Signal wires on met1:
Drawn at 1 px/um.
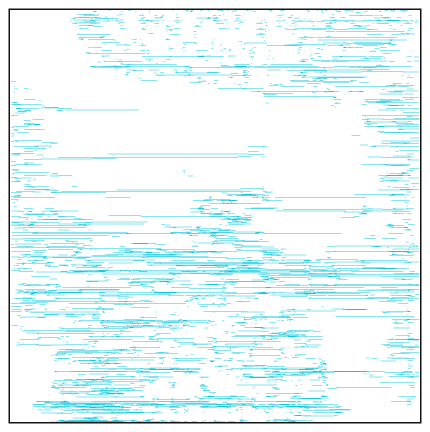
Clock network drawn from the DEF:
Drawn at 1 px/um.
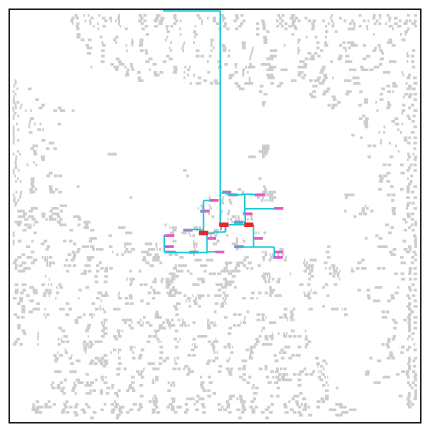
Where the registers sit:
Drawn at 1 px/um.
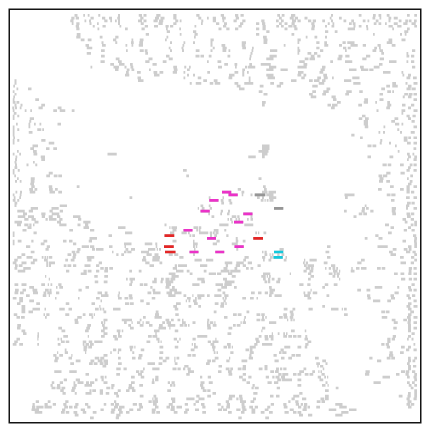
Congestion heat map:
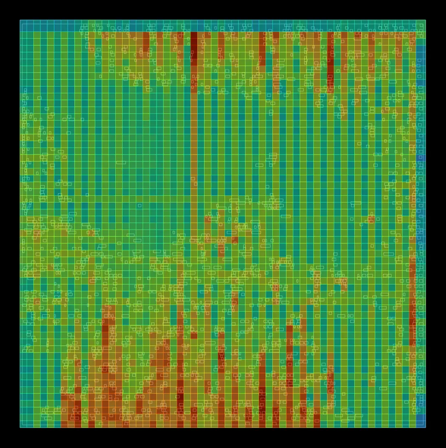
--- src/rtl/icb_nmxs_rr_pkg.sv ---
// Shared types and constants for the N-master / M-slave ICB interconnect.
package icb_nmxs_rr_pkg;

    localparam int ADDR_W          = 32;
    localparam int DATA_W          = 32;
    localparam int MASK_W          = DATA_W / 8;
    localparam int ICB_TIMEOUT_DEF = 1024;

    typedef enum logic [1:0] {
        ST_IDLE = 2'd0,
        ST_CMD  = 2'd1,
        ST_RSP  = 2'd2,
        ST_ERR  = 2'd3
    } icb_state_e;

    typedef struct packed {
        logic [ADDR_W-1:0] addr;
        logic              read;
        logic [DATA_W-1:0] wdata;
        logic [MASK_W-1:0] wmask;
    } icb_cmd_t;

    // Round-robin successor of index g among n entries.
    function automatic int rr_inc(input int g, input int n);
        return (g + 1 >= n) ? 0 : g + 1;
    endfunction

endpackage

--- src/rtl/icb_nmxs_rr_arb.sv ---
// Combinational round-robin picker: first requester at or after ptr.
module icb_rr_arb #(
    parameter int N  = 2,
    parameter int PW = 1
) (
    input  logic [N-1:0]  req,
    input  logic [PW-1:0] ptr,
    output logic [PW-1:0] gnt
);

    logic found;

    // Scan ptr, ptr+1, ... (mod N); the first set request wins.
    always_comb begin
        gnt   = '0;
        found = 1'b0;
        for (int k = 0; k < N; k++) begin
            for (int j = 0; j < N; j++) begin
                if (!found && req[j] && (j == (int'(ptr) + k) % N)) begin
                    gnt   = PW'(j);
                    found = 1'b1;
                end
            end
        end
    end

endmodule

--- src/rtl/icb_nmxs_rr.sv ---
// N-master / M-slave ICB interconnect, one transaction in flight, with
// local error responses for unmapped addresses and stalled slaves.
module icb_nmxs_rr
    import icb_nmxs_rr_pkg::*;
#(
    parameter int N_MST   = 2,
    parameter int N_SLV   = 8,
    parameter int SEL_LSB = 28,
    parameter int SEL_W   = 4,
    parameter int TIMEOUT = ICB_TIMEOUT_DEF
) (
    input  logic                      clk,
    input  logic                      rst_n,
    input  logic [N_MST-1:0]          m_icb_cmd_valid,
    output logic [N_MST-1:0]          m_icb_cmd_ready,
    input  logic [N_MST*ADDR_W-1:0]   m_icb_cmd_addr,
    input  logic [N_MST-1:0]          m_icb_cmd_read,
    input  logic [N_MST*DATA_W-1:0]   m_icb_cmd_wdata,
    input  logic [N_MST*MASK_W-1:0]   m_icb_cmd_wmask,
    output logic [N_MST-1:0]          m_icb_rsp_valid,
    input  logic [N_MST-1:0]          m_icb_rsp_ready,
    output logic [N_MST-1:0]          m_icb_rsp_err,
    output logic [N_MST*DATA_W-1:0]   m_icb_rsp_rdata,
    output logic [N_SLV-1:0]          s_icb_cmd_valid,
    input  logic [N_SLV-1:0]          s_icb_cmd_ready,
    output logic [N_SLV*ADDR_W-1:0]   s_icb_cmd_addr,
    output logic [N_SLV-1:0]          s_icb_cmd_read,
    output logic [N_SLV*DATA_W-1:0]   s_icb_cmd_wdata,
    output logic [N_SLV*MASK_W-1:0]   s_icb_cmd_wmask,
    input  logic [N_SLV-1:0]          s_icb_rsp_valid,
    output logic [N_SLV-1:0]          s_icb_rsp_ready,
    input  logic [N_SLV-1:0]          s_icb_rsp_err,
    input  logic [N_SLV*DATA_W-1:0]   s_icb_rsp_rdata
);

    localparam int PW = (N_MST > 1) ? $clog2(N_MST) : 1;
    localparam int CW = $clog2(TIMEOUT + 2);

    icb_state_e                   state;
    logic [PW-1:0]                gnt, ptr, arb_gnt, nxt_ptr;
    logic [SEL_W-1:0]             sel, arb_sel;
    logic [CW-1:0]                cnt;
    icb_cmd_t                     cmd;
    logic                         mv, mr_rdy;
    logic                         s_rdy, s_vld, s_err;
    logic [DATA_W-1:0]            s_rd;
    logic                         mapped, tmo;
    logic                         g_cmd_rdy, g_rsp_vld, g_rsp_err;
    logic [DATA_W-1:0]            g_rsp_rdata;
    logic                         sl_cmd_vld, sl_rsp_rdy;
    logic [N_MST-1:0][DATA_W-1:0] m_rdata;

    icb_rr_arb #(.N(N_MST), .PW(PW)) u_arb (
        .req (m_icb_cmd_valid),
        .ptr (ptr),
        .gnt (arb_gnt)
    );

    assign mapped  = int'(sel) < N_SLV;
    // Timeout fires once the counter has passed TIMEOUT-1 without a slave ready.
    assign tmo     = (TIMEOUT != 0) && (cnt == CW'(TIMEOUT));
    assign nxt_ptr = PW'(rr_inc(int'(gnt), N_MST));

    // Gather the granted master's signals and the slave field of the arbitration winner.
    always_comb begin
        mv      = 1'b0;
        mr_rdy  = 1'b0;
        cmd     = '0;
        arb_sel = '0;
        for (int i = 0; i < N_MST; i++) begin
            if (gnt == PW'(i)) begin
                mv        = m_icb_cmd_valid[i];
                mr_rdy    = m_icb_rsp_ready[i];
                cmd.addr  = m_icb_cmd_addr[ADDR_W*i +: ADDR_W];
                cmd.read  = m_icb_cmd_read[i];
                cmd.wdata = m_icb_cmd_wdata[DATA_W*i +: DATA_W];
                cmd.wmask = m_icb_cmd_wmask[MASK_W*i +: MASK_W];
            end
            if (arb_gnt == PW'(i))
                arb_sel = m_icb_cmd_addr[ADDR_W*i + SEL_LSB +: SEL_W];
        end
    end

    // Gather the selected slave's signals; an unmapped sel matches nothing.
    always_comb begin
        s_rdy = 1'b0;
        s_vld = 1'b0;
        s_err = 1'b0;
        s_rd  = '0;
        for (int s = 0; s < N_SLV; s++) begin
            if (int'(sel) == s) begin
                s_rdy = s_icb_cmd_ready[s];
                s_vld = s_icb_rsp_valid[s];
                s_err = s_icb_rsp_err[s];
                s_rd  = s_icb_rsp_rdata[DATA_W*s +: DATA_W];
            end
        end
    end

    // Per-state routing between the granted master and the selected slave.
    always_comb begin
        g_cmd_rdy   = 1'b0;
        g_rsp_vld   = 1'b0;
        g_rsp_err   = 1'b0;
        g_rsp_rdata = '0;
        sl_cmd_vld  = 1'b0;
        sl_rsp_rdy  = 1'b0;
        case (state)
            ST_CMD: begin
                if (mapped && !tmo) begin
                    sl_cmd_vld = mv;
                    g_cmd_rdy  = s_rdy;
                end else begin
                    // Accept locally; the error response follows in ERR.
                    g_cmd_rdy  = 1'b1;
                end
            end
            ST_RSP: begin
                g_rsp_vld   = s_vld;
                g_rsp_err   = s_err;
                g_rsp_rdata = s_rd;
                sl_rsp_rdy  = mr_rdy;
            end
            ST_ERR: begin
                g_rsp_vld = 1'b1;
                g_rsp_err = 1'b1;
            end
            default: ;
        endcase
    end

    // Fan grant-level signals out to the granted master only.
    always_comb begin
        m_icb_cmd_ready = '0;
        m_icb_rsp_valid = '0;
        m_icb_rsp_err   = '0;
        m_rdata         = '0;
        for (int i = 0; i < N_MST; i++) begin
            if (gnt == PW'(i)) begin
                m_icb_cmd_ready[i] = g_cmd_rdy;
                m_icb_rsp_valid[i] = g_rsp_vld;
                m_icb_rsp_err[i]   = g_rsp_err;
                m_rdata[i]         = g_rsp_rdata;
            end
        end
    end

    // Fan slave-side handshakes out to the selected slave only.
    always_comb begin
        s_icb_cmd_valid = '0;
        s_icb_rsp_ready = '0;
        for (int s = 0; s < N_SLV; s++) begin
            if (int'(sel) == s) begin
                s_icb_cmd_valid[s] = sl_cmd_vld;
                s_icb_rsp_ready[s] = sl_rsp_rdy;
            end
        end
    end

    assign m_icb_rsp_rdata = m_rdata;
    assign s_icb_cmd_addr  = {N_SLV{cmd.addr}};
    assign s_icb_cmd_read  = {N_SLV{cmd.read}};
    assign s_icb_cmd_wdata = {N_SLV{cmd.wdata}};
    assign s_icb_cmd_wmask = {N_SLV{cmd.wmask}};

    // Transaction FSM: arbitrate, issue command, route response or error.
    always_ff @(posedge clk or negedge rst_n) begin
        if (!rst_n) begin
            state <= ST_IDLE;
            gnt   <= '0;
            sel   <= '0;
            ptr   <= '0;
            cnt   <= '0;
        end else begin
            case (state)
                ST_IDLE: begin
                    if (|m_icb_cmd_valid) begin
                        gnt   <= arb_gnt;
                        sel   <= arb_sel;
                        cnt   <= '0;
                        state <= ST_CMD;
                    end
                end
                ST_CMD: begin
                    if (!mv)
                        state <= ST_IDLE;          // master withdrew; nothing issued
                    else if (!mapped || tmo)
                        state <= ST_ERR;
                    else if (s_rdy)
                        state <= ST_RSP;
                    else if (TIMEOUT != 0)
                        cnt <= cnt + 1'b1;
                end
                ST_RSP: begin
                    if (s_vld && mr_rdy) begin
                        ptr   <= nxt_ptr;
                        state <= ST_IDLE;
                    end
                end
                ST_ERR: begin
                    if (mr_rdy) begin
                        ptr   <= nxt_ptr;
                        state <= ST_IDLE;
                    end
                end
                default: state <= ST_IDLE;
            endcase
        end
    end

endmodule

--- config.mk ---
export PLATFORM = sky130hd
export DESIGN_NAME = icb_nmxs_rr
export DESIGN_NICKNAME = d
export VERILOG_FILES = /design/src/rtl/icb_nmxs_rr_pkg.sv /design/src/rtl/icb_nmxs_rr_arb.sv /design/src/rtl/icb_nmxs_rr.sv
export SDC_FILE = /design/constraint.sdc
export NUM_CORES = 1
export LEC_CHECK = 0
export CELL_PAD_IN_SITES_DETAIL_PLACEMENT = 1
export CELL_PAD_IN_SITES_GLOBAL_PLACEMENT = 2
export CORE_AREA = 2 2 408 410
export DETAILED_ROUTE_END_ITERATION = 6
export DIE_AREA = 0 0 410 412
export PLACE_DENSITY_LB_ADDON = 0.05
export SETUP_SLACK_MARGIN = 0.2
export SLEW_MARGIN = 20
export SYNTH_ARGS = -nofsm -noshare
export SYNTH_HDL_FRONTEND = slang
export SYNTH_SLANG_ARGS = --single-unit
--- constraint.sdc ---
create_clock -name clk -period 2.65 [get_ports clk]
set_input_delay 0.53 -clock clk [delete_from_list [all_inputs] [get_ports clk]]
set_output_delay 0.53 -clock clk [all_outputs]
set_load 0.03 [all_outputs]
==> run summary <==
CTS tree -> built
fraction of layout cells with a size suffix above 1 -> 49.0%
Max Slew Vio Count -> 0
Distinct lib cells used -> 53
Crit. End Element -> output pin
Setup WS pre-CTS -> -0.330 ns
Die W -> 410 um
Area growth syn-to-layout -> 149%
top-count cell post-synth -> buf_4
Arr. time, crit path -> 2.37 ns
Die Height -> 412 um
CP Data Required Time -> 2.12 ns
most frequent cells after synthesis -> buf_4 (487), a21oi_1 (105), mux2_2 (71)
final WL -> 88.8 mm
Syn Area/Cell -> 7.16 sq um
register share after synthesis -> 5.70%
Post-synth EDFFs -> 0
# rows -> 149
placed cell areas -> 19400 sq um
number of vias per cell -> 2.66
H-tree Lvls -> 1
Max clock buf depth -> 2
Top-Level Pins -> 1062
yosys cell count -> 1164
DRC -> 0
clock-pin slew on the worst setup and hold paths -> 0.06 ns
r2r worst-path depth -> 10
Initial DRT Pass Iterations -> 4
Hold Crit Depth -> 1
FF/Latch Area -> 487 sq um
number of routed nets with antenna violations -> 0
yosys stat area -> 8340 sq um
Root Buffer -> clkbuf_16
ys flops -> 19
DRT iter0 DRCs -> 307
Setup TNS -> -11.51 ns
Hold Path Sink -> cnt[6]$_DFFE_PN0P_
Clk Latency, worst-skew pair -> 0.26 ns
Synth area leader -> buf_4
failing checks -> negative setup slack
status -> finished with violations
Max Cap Violations -> 0
Final Cycle Share -> 109%
Design Area, Final -> 20800 sq um
min Tclk post-route -> 2.90 ns
Main synth FF type -> dfrtp_1
grt total ovfl -> 0
fmax -> 345 MHz
unrepaired setup endpoints after global routing -> true
final hold vios -> 0
crit path kind -> reg2out
post-DP HPWL -> 76.7 mm
Post-Syn Instances -> 1164
Lkg Pwr -> 8.09 nW
hold_sp -> cnt[6]$_DFFE_PN0P_
Comb gate area -> 5080 sq um
worst slew pin tran -> 0.437 ns
Num CTS Buffers -> 3
Clock Skew -> 0.00379 ns
PD cells -> 959 nW/um^2
reg2reg start -> sel[0]$_DFFE_PN0P_
fin worst setup slack -> -0.248 ns
vias in the first global route -> 11200
Netlist Area Pre-Place -> 8340 sq um
Area leader share -> 43.8%
tool warnings -> 30
clock sinks -> 19
maximum VDD drop -> 0.000330 V
final worst hold slack -> 0.541 ns
CTS Hold Bufs -> 0
CORE AREA -> 164000 sq um
HP Class -> reg2reg
DR vias -> 10900
Port Buf Inserts -> 1061
Init Core Util -> 5.08%
GPL Wtd Cong -> 0.743
first-pass GRT wire length -> 110 mm
slew margin rel. -> 71.0%
final setup vio count -> 73
Worst R2R End -> ptr$_DFFE_PN0P_
initial antenna violation count -> 50
largest net degree at the start of global routing -> 33
Max FO, Critical Path -> 8
Die Size -> 169000 sq um
ys async rst share -> 100%
fillers -> 19300
Synth area leaders -> buf_4 (44%), mux2_2 (9.6%), a21oi_1 (6.3%)
nets -> 2296
R2R Setup Slk -> 0.28 ns
Critical Path Source Type -> flip-flop
synth warn -> 0
synthesized net count -> 1590
Notes on 'signal wires on met1' above:
- wire length on this layer: 32.0 mm
- share of all routed wire: 36%
- main direction: horizontal
- nets with wire on the layer: 1932

Notes on 'clock network drawn from the DEF' above:
- flip-flops: magenta (count 19)
- clock wires: cyan (length 673 um)
- clock-net drivers: red (count 3)
- routed clock nets: 4
- flops lie: middle

Notes on 'where the registers sit' above:
- `state`: cyan (placed flops 2)
- `sel`: red (placed flops 4; where middle)
- `cnt`: magenta (placed flops 11; where middle)

Notes on 'congestion heat map' above:
GRT Total Usage: 9.61%
Avg WL per Cell: 21.7 um
fin util: 12.7%
most used routing layer in global routing: met2

cells in the final DEF (no fill, tap or decap), types with 11 or more instances in the layout:
cell             instances
a22oi_2                 21
mux2_4                  30
mux2i_1                 35
buf_4                  186
a21oi_4                 18
clkbuf_4                11
dlygate4sd2_1          160
buf_12                  97
and2_4                  39
and2_1                  28
dfrtp_1                 14
nor2_1                  36
nand2_1                 44
clkdlybuf4s15_2         26
diode_2                 33
buf_2                  102
o221ai_1                30
mux2_2                  42
clkbuf_2                87
a21oi_2                 63
o21ai_0                 38
buf_6                  101
clkdlybuf4s15_1         42
inv_1                   11
a21oi_1                 25
nor2_4                  17
clkdlybuf4s50_1        419
critical path: stages, from the launching register on:
cell and delay (ns):
dfrtp_4 0.56, buf_6 0.16, nor2b_4 0.17, buf_12 0.14, o2bb2ai_2 0.12, a221oi_2 0.07, buf_4 0.16, a211oi_2 0.18
o31ai_2 0.10, buf_4 0.18, nor2_4 0.13, buf_12 0.13
state kept, by name (all words and copies together), names as in the netlist:
| register | count |
|---|---|
| ptr | 1 |
| state | 2 |
| cnt | 11 |
| sel | 4 |
| gnt | 1 |
metal layers:
metal	track usage, %	vias to the layer above	share of wire (%)
li1	-	4940	-
met4	2.39	20	1.7
met3	2.02	75	5.4
met1	9.94	5322	36
met5	0	-	0.13
met2	19.3	516	57
cell type report:
| type | instances | area share (%) |
|---|---|---|
| clock buffer | 4 | 0.379 |
| timing repair buffer | 1253 | 59.1 |
| inverter | 11 | 0.199 |
| multi-input combinational | 582 | 24.4 |
| antenna | 33 | 0.397 |
| sequential | 19 | 2.34 |
| tap | 2189 | 13.2 |
power breakdown:
part	internal (mW)	switching, mW
clock network	0.206	0.129
registers	0.375	0.148
logic	7.59	11.5
repair_timing:
item,in CTS,in global routing
pin swaps,26,52
setup buffers,24,32
cloned,5,5
hold endpoints to repair,0,0
gates resized,796,834
setup endpoints to repair,621,355
through the flow:
stage / total power [mW] / cells / utilization [%]
final: 19.9 / 4091 / 12.7
after global placement: 18.8 / 3988 / 11.8
after CTS: 19.3 / 4021 / 12.3
after detailed placement: 18.6 / 3988 / 11.8
after global routing: 21.2 / 4077 / 12.6
after floorplan: 11.4 / 1164 / -
worst max-delay path by stage:
| stage | to | start | slack [ns] |
|---|---|---|---|
| 5_1_grt | m_icb_rsp_err[1] | sel[1]$_DFFE_PN0P_ | -0.36 |
| 2_1_floorplan | s_icb_cmd_valid[4] | sel[1]$_DFFE_PN0P_ | -0.07 |
| 3_5_place_dp | m_icb_rsp_err[0] | s_icb_rsp_err[4] | -0.33 |
| 6_report | m_icb_rsp_err[1] | sel[1]$_DFFE_PN0P_ | -0.25 |
| 3_3_place_gp | m_icb_rsp_err[1] | s_icb_rsp_err[4] | -0.36 |
| 4_1_cts | m_icb_rsp_err[0] | sel[1]$_DFFE_PN0P_ | -0.37 |
logic make-up after synthesis:
logic type	share of synthesized area, %
simple gates	13.8
compound gates	18.1
mux	14.5
buf+inv	47.6
fa+ha+maj	0.300
flops	5.70
Power figures rest on the tool's default switching activity, not on a simulated workload.
